Run 1, supply network:
Pins as bars on the die edge.
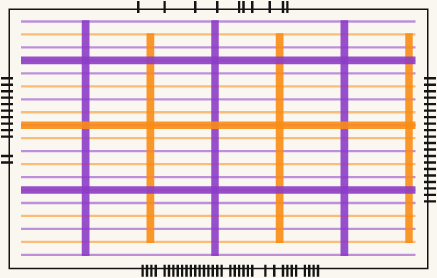
Run 1, placement by cell class:
Bar = 20 um.
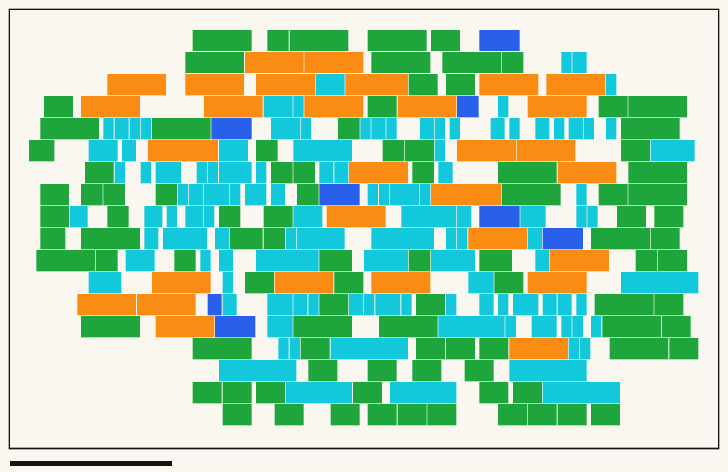
Run 1, clock network drawn from the DEF:
Bar = 20 um.
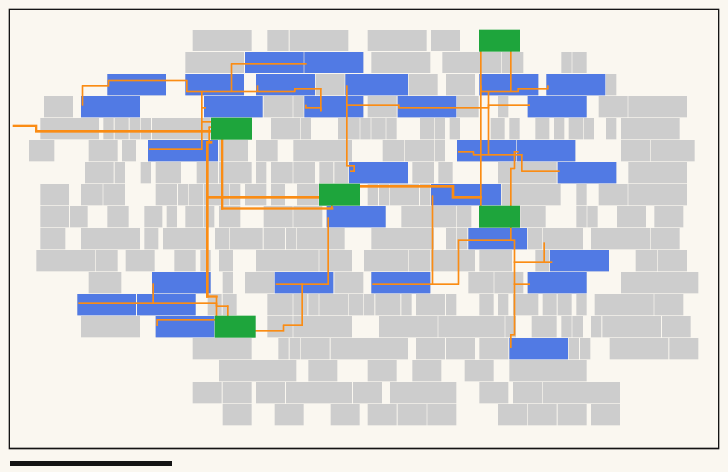
==> config.mk <==
export PLATFORM = sky130hd
export DESIGN_NAME = io_port_ctrl
export DESIGN_NICKNAME = d
export VERILOG_FILES = /design/src/rtl/io_pkg.sv /design/src/rtl/io_timeout.sv /design/src/rtl/io_port_ctrl.sv
export SDC_FILE = /design/constraint.sdc
export NUM_CORES = 1
export LEC_CHECK = 0
export CORE_ASPECT_RATIO = 0.6
export CORE_MARGIN = 2
export CORE_UTILIZATION = 35
export CTS_BUF_LIST = sky130_fd_sc_hd__clkbuf_4 sky130_fd_sc_hd__clkbuf_8 sky130_fd_sc_hd__clkbuf_16
export CTS_CLUSTER_DIAMETER = 150
export DETAILED_ROUTE_END_ITERATION = 7
export PLACE_DENSITY = 0.82
export SYNTH_ARGS = -nofsm -noshare
export SYNTH_HDL_FRONTEND = slang
export SYNTH_HIERARCHICAL = 1
export SYNTH_SLANG_ARGS = --single-unit
export TNS_END_PERCENT = 10
==> constraint.sdc <==
create_clock -name clk -period 1.4 [get_ports clk]
set_input_delay 0.28 -clock clk [delete_from_list [all_inputs] [get_ports clk]]
set_output_delay 0.28 -clock clk [all_outputs]
set_load 0.1 [all_outputs]
==> impl_metrics.toml, run 1 <==
# physical design summary
[timing]
fin_ws_ns = -0.1381
period_needed_ns = 1.538
setup_viol = 16
worst_pin_slew_ns = 0.3877
slew_viol_final = 0

[synthesis]
yosys_area_mm2 = 0.001464
ys_top_logic_family = "AND-OR/OR-AND gates"
yosys.area_share.simple_pct = 16.32
aoi_share_pct = 20.34
ys_seq_share_pct = 41.03
synthMuxAreaShare_pct = 16.15
synth_area_mm2 = 0.001464

[run]
warnings = 29

[floorplan]
fp_util_pct = 36.11
rows = 18

[power]
p_comb_mw = 1.32
leakage_nw = 1.151
combinationalPowerShare_pct = 42.9

[critical_path]
critPathTopFamily = "AND-OR/OR-AND gates"
crit_fanout = 8
cp.arrival_ns = 1.69
crit_type = "reg -> reg"
reg2reg_depth = 6
crit_path_max_incr_delay_ns = 0.37

[global_routing]
grt.overflow.total = 0
grt_max_degree = 20
antenna_found_initial = 0

[final_layout]
n_fill_cell = 301
logic_area_um2 = 832.0
largest_class = "buffers"
flops = 30
bufAreaShareNonClock_pct = 41.41
comb_share_pct = 29.58

[placement]
dpl.hpwl_um = 3280
placed_area_mm2 = 0.002634
port_buffers = 75

[outcome]
violations = "negative setup slack"
status = "finished with violations"

[clocking]
cts_hold_repair.buffers = 0
post_cts_buffers = 0

[route]
wl_per_cell_um = 14.84
drcViolationCount = 0
## Picture notes: 'supply network'
- purple: VSS
- orange: VDD
- met4 straps: 6
- rows: 18
- signal pins: 76
- met1 rails: 19
Chip Height: 54.10 um
peak supply drop: 0.0006417 V
core area: 0.004054 mm2
Die W: 87.49 um

## Picture notes: 'placement by cell class'
- orange: registers (cells 30)
- cyan: remaining logic cells (cells 116)
- green: remaining buffers and delay cells (cells 97)
- blue: clock drivers and dummy loads (cells 8)
sequential cell area share: 21.66%
final core utilization: 69.38%
Final Cell Area: 0.002813 mm2

## Picture notes: 'clock network drawn from the DEF'
- orange: clock wires (length 416 um)
- green: clock-net drivers (count 5)
- blue: flip-flops (count 30)
- routed clock nets: 6
Layout Skew: 0.003230 ns
P_clk: 734 uW
Clk Latency, worst-skew pair: 0.28 ns
Clk pwr share: 23.8%

[run 1: cell usage in the layout (no fill, tap or decap), types with 2 or more instances in the layout]
cell and count:
mux2_4 3, inv_1 13, dlygate4sd2_1 2, a2bb2oi_1 7, buf_4 19, nand2_1 34, clkdlybuf4s50_1 49, nor2_1 4
nor3_2 3, nor3_1 2, clkbuf_8 6, buf_12 24, a21oi_1 21, dfxtp_4 2, buf_6 3, mux4_2 3
dfxtp_1 27, a32o_1 5, mux4_1 5
[run 1: stage by stage]
stage	total power, mW	instances	setup TNS (ns)	hold slack [ns]	utilization, %
after floorplan	1.755	154	-0.2236	0.4160	-
after global placement	2.298	291	-10.14	0.4786	64.97
after detailed placement	2.317	291	-10.66	0.4855	64.97
after CTS	3.075	299	-1.170	0.4943	68.36
after global routing	3.194	301	-2.460	0.5117	69.38
final	3.080	301	-1.522	0.4868	69.38
[run 1: Yosys cell counts, drive strengths merged]
cell type | count | area (um2)
a21oi | 21 | 105.1
inv | 13 | 48.80
mux4 | 8 | 198.9
a2bb2oi | 8 | 70.07
nand2 | 34 | 127.6
nor4 | 1 | 21.27
nor2 | 6 | 25.03
mux2 | 3 | 37.53
or2 | 1 | 6.260
a32oi | 1 | 8.760
o21ai | 2 | 10.01
o21a | 1 | 7.510
dfxtp | 30 | 600.6
o221a | 1 | 11.26
a22oi | 2 | 28.78
nor3 | 6 | 40.04
buf | 3 | 22.52
o22ai | 1 | 6.260
nor3b | 1 | 12.51
a32o | 5 | 50.05
or3 | 1 | 6.260
clkbuf | 5 | 18.77
[run 1: routing by layer]
layer  vias up  routed length [um]  track usage (%)
met5         -                   0                0
met3         7                 342            5.521
li1        747                   -                -
met1       733                1916            24.04
met2        55                2175            34.34
met4         0                  32            4.615
Run 1, clock routing:
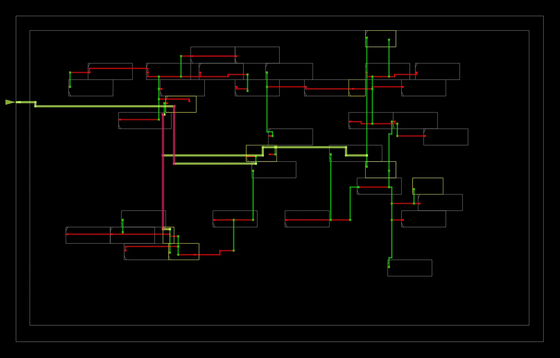

==> inputs of run 2 (changes only) <==
--- a/config.mk
+++ b/config.mk
@@ -11,7 +11,8 @@
 export CTS_BUF_LIST = sky130_fd_sc_hd__clkbuf_4 sky130_fd_sc_hd__clkbuf_8 sky130_fd_sc_hd__clkbuf_16
 export CTS_CLUSTER_DIAMETER = 150
 export DETAILED_ROUTE_END_ITERATION = 7
-export PLACE_DENSITY = 0.82
+export PLACE_DENSITY = 0.75
+export SKIP_LAST_GASP = 1
 export SYNTH_ARGS = -nofsm -noshare
 export SYNTH_HDL_FRONTEND = slang
 export SYNTH_HIERARCHICAL = 1
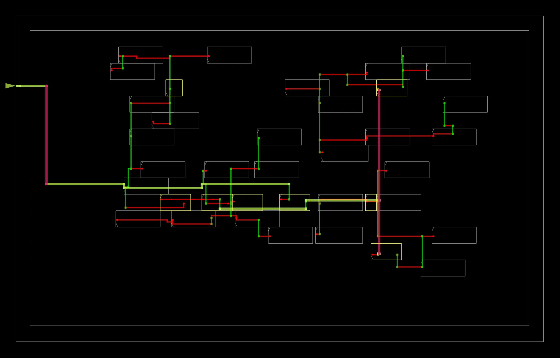
Run 2: clock routing
P_clk: 726 uW
Layout Skew: 0.006153 ns
layout clock buffer count: 7
Num CTS Buffers: 5

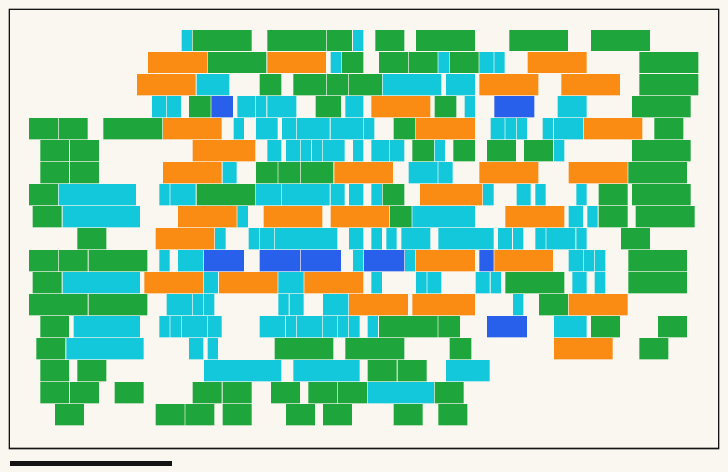
Run 2: placement by cell class
Bar = 20 um.
- orange: registers (cells 30)
- blue: clock drivers and dummy loads (cells 8)
- green: remaining buffers and delay cells (cells 92)
- cyan: remaining logic cells (cells 116)
standard-cell rows: 18
Final Cell Area: 0.002750 mm2
sequential cell area share: 21.97%
final core utilization: 67.84%

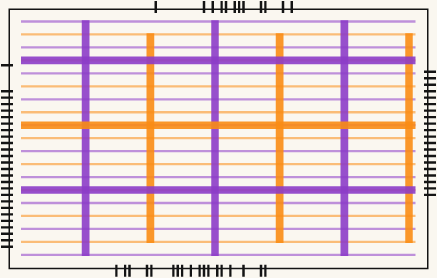
Run 2: supply network
Pins as bars on the die edge.
- orange: VDD
- purple: VSS
- met4 straps: 6
- rows: 18
- met1 rails: 19
- signal pins: 76
- met5 straps: 3
peak supply drop: 0.0007843 V

==> run 2 against run 1 <==
  * The flow still finishes with violations (negative setup slack)
  * Combinational power about the same
  * Total power down 1.3%
  * Sequential power about the same
  * Critical path type unchanged
  * Critical endpoint is now rdata[5]
  * Largest cell class unchanged
  * Largest power group unchanged
  * Highest routed layer unchanged
==> impl_metrics.toml, run 2 <==
# physical design summary
[outcome]
status = "finished with violations"
violations = "negative setup slack"

[clocking]
cts_hold_repair.buffers = 0
clock_latency_ns = 0.28

[synthesis]
ys_seq_share_pct = 41.03
synth.top_cells.by_count = "34 x nand2_1, 30 x dfxtp_1, 21 x a21oi_1"
synth_area_mm2 = 0.001464
flop_cell = "dfxtp_1"
area_leaders = "dfxtp_1 41%, mux4_1 9.0%, nand2_1 8.7%"
top_cell = "nand2_1"
edf_count = 0
yosysTopAreaCellShare_pct = 41.03
yosys_area_mm2 = 0.001464

[timing]
holdWs_ns = 0.4972
period_needed_ns = 1.560
setup_viol = 18
worst_pin_slew_ns = 0.5162
slew_viol_final = 0
fin_ws_ns = -0.1599

[critical_path]
crit_type = "reg -> reg"
reg2reg_depth = 6
cp.arrival_ns = 1.71
crit_fanout = 8

[route]
drcViolationCount = 0
wl_per_cell_um = 14.63

[floorplan]
die_w_um = 87.49
fp_util_pct = 36.11
die_y_um = 54.10
core_mm2 = 0.004054

[placement]
port_buffers = 75
dp.cells = 287
placed_area_mm2 = 0.002604
dpl.hpwl_um = 3325

[power]
total_power_mw = 3.040
leakage_nw = 1.117

[global_routing]
antenna_found_initial = 0
grt_max_degree = 23

[run]
warnings = 29

[final_layout]
final_cell_mix = "49 x clkdlybuf4s50_1, 34 x nand2_1, 27 x dfxtp_1"
instances_no_fill = 296
[run 2: cell types whose count changed in the layout (fill, tap and decap cells not counted), sizes merged]
cell,previous run,this run
buf,46,41
[run 2: routing by layer]
metal	vias to the layer above	routed length, um	GRT usage (%)	share of wire [%]
met3	7	346	7.515	8.0
met4	0	63	6.923	1.5
li1	736	-	-	-
met5	-	0	0	0
met1	715	1965	24.93	45
met2	70	1954	31.69	45
[run 2: repair_timing]
action | CTS | global route
resized | 10 | 3
setup endpoints to repair | 18 | 29
buffers inserted | 0 | 1
gates cloned | 0 | 0
pin swaps | 3 | 2
[run 2: power by group]
group          total [mW]  internal [mW]  switching, mW
combinational        1.29          0.561          0.728
sequential           1.03          0.934         0.0918
clock               0.726          0.415          0.311
total                3.04           1.91           1.13
[run 2: cells by family (layout without fill, tap and decap cells)]
kind of cell           after synthesis  in the layout  synth area share [%]
and+or+nand+nor                     50             50                 16.33
AOI/OAI and AO/OA                   42             42                 20.34
DFF                                 30             30                 41.03
buffers and inverters               21            113                 6.154
muxes                               11             11                 16.15
[run 2: layout make-up]
cell class	instances	area (um2)	area share, %
sequential	30	604.3	21.97
clock buffer	7	90.09	3.276
tap	50	62.56	2.275
inverter	13	48.80	1.774
clock inverter	1	5.005	0.1820
timing repair buffer	92	1127	40.99
multi-input combinational	103	812.0	29.53
[run 2: worst max-delay path, stage by stage (launching register included)]
cell       delay [ns]
dfxtp_2          0.33
buf_4            0.13
mux2_4           0.31
a22oi_4          0.26
nor4_4           0.09
buf_4            0.17
a2bb2oi_1        0.15
Power is estimated from default activity; no workload was simulated.
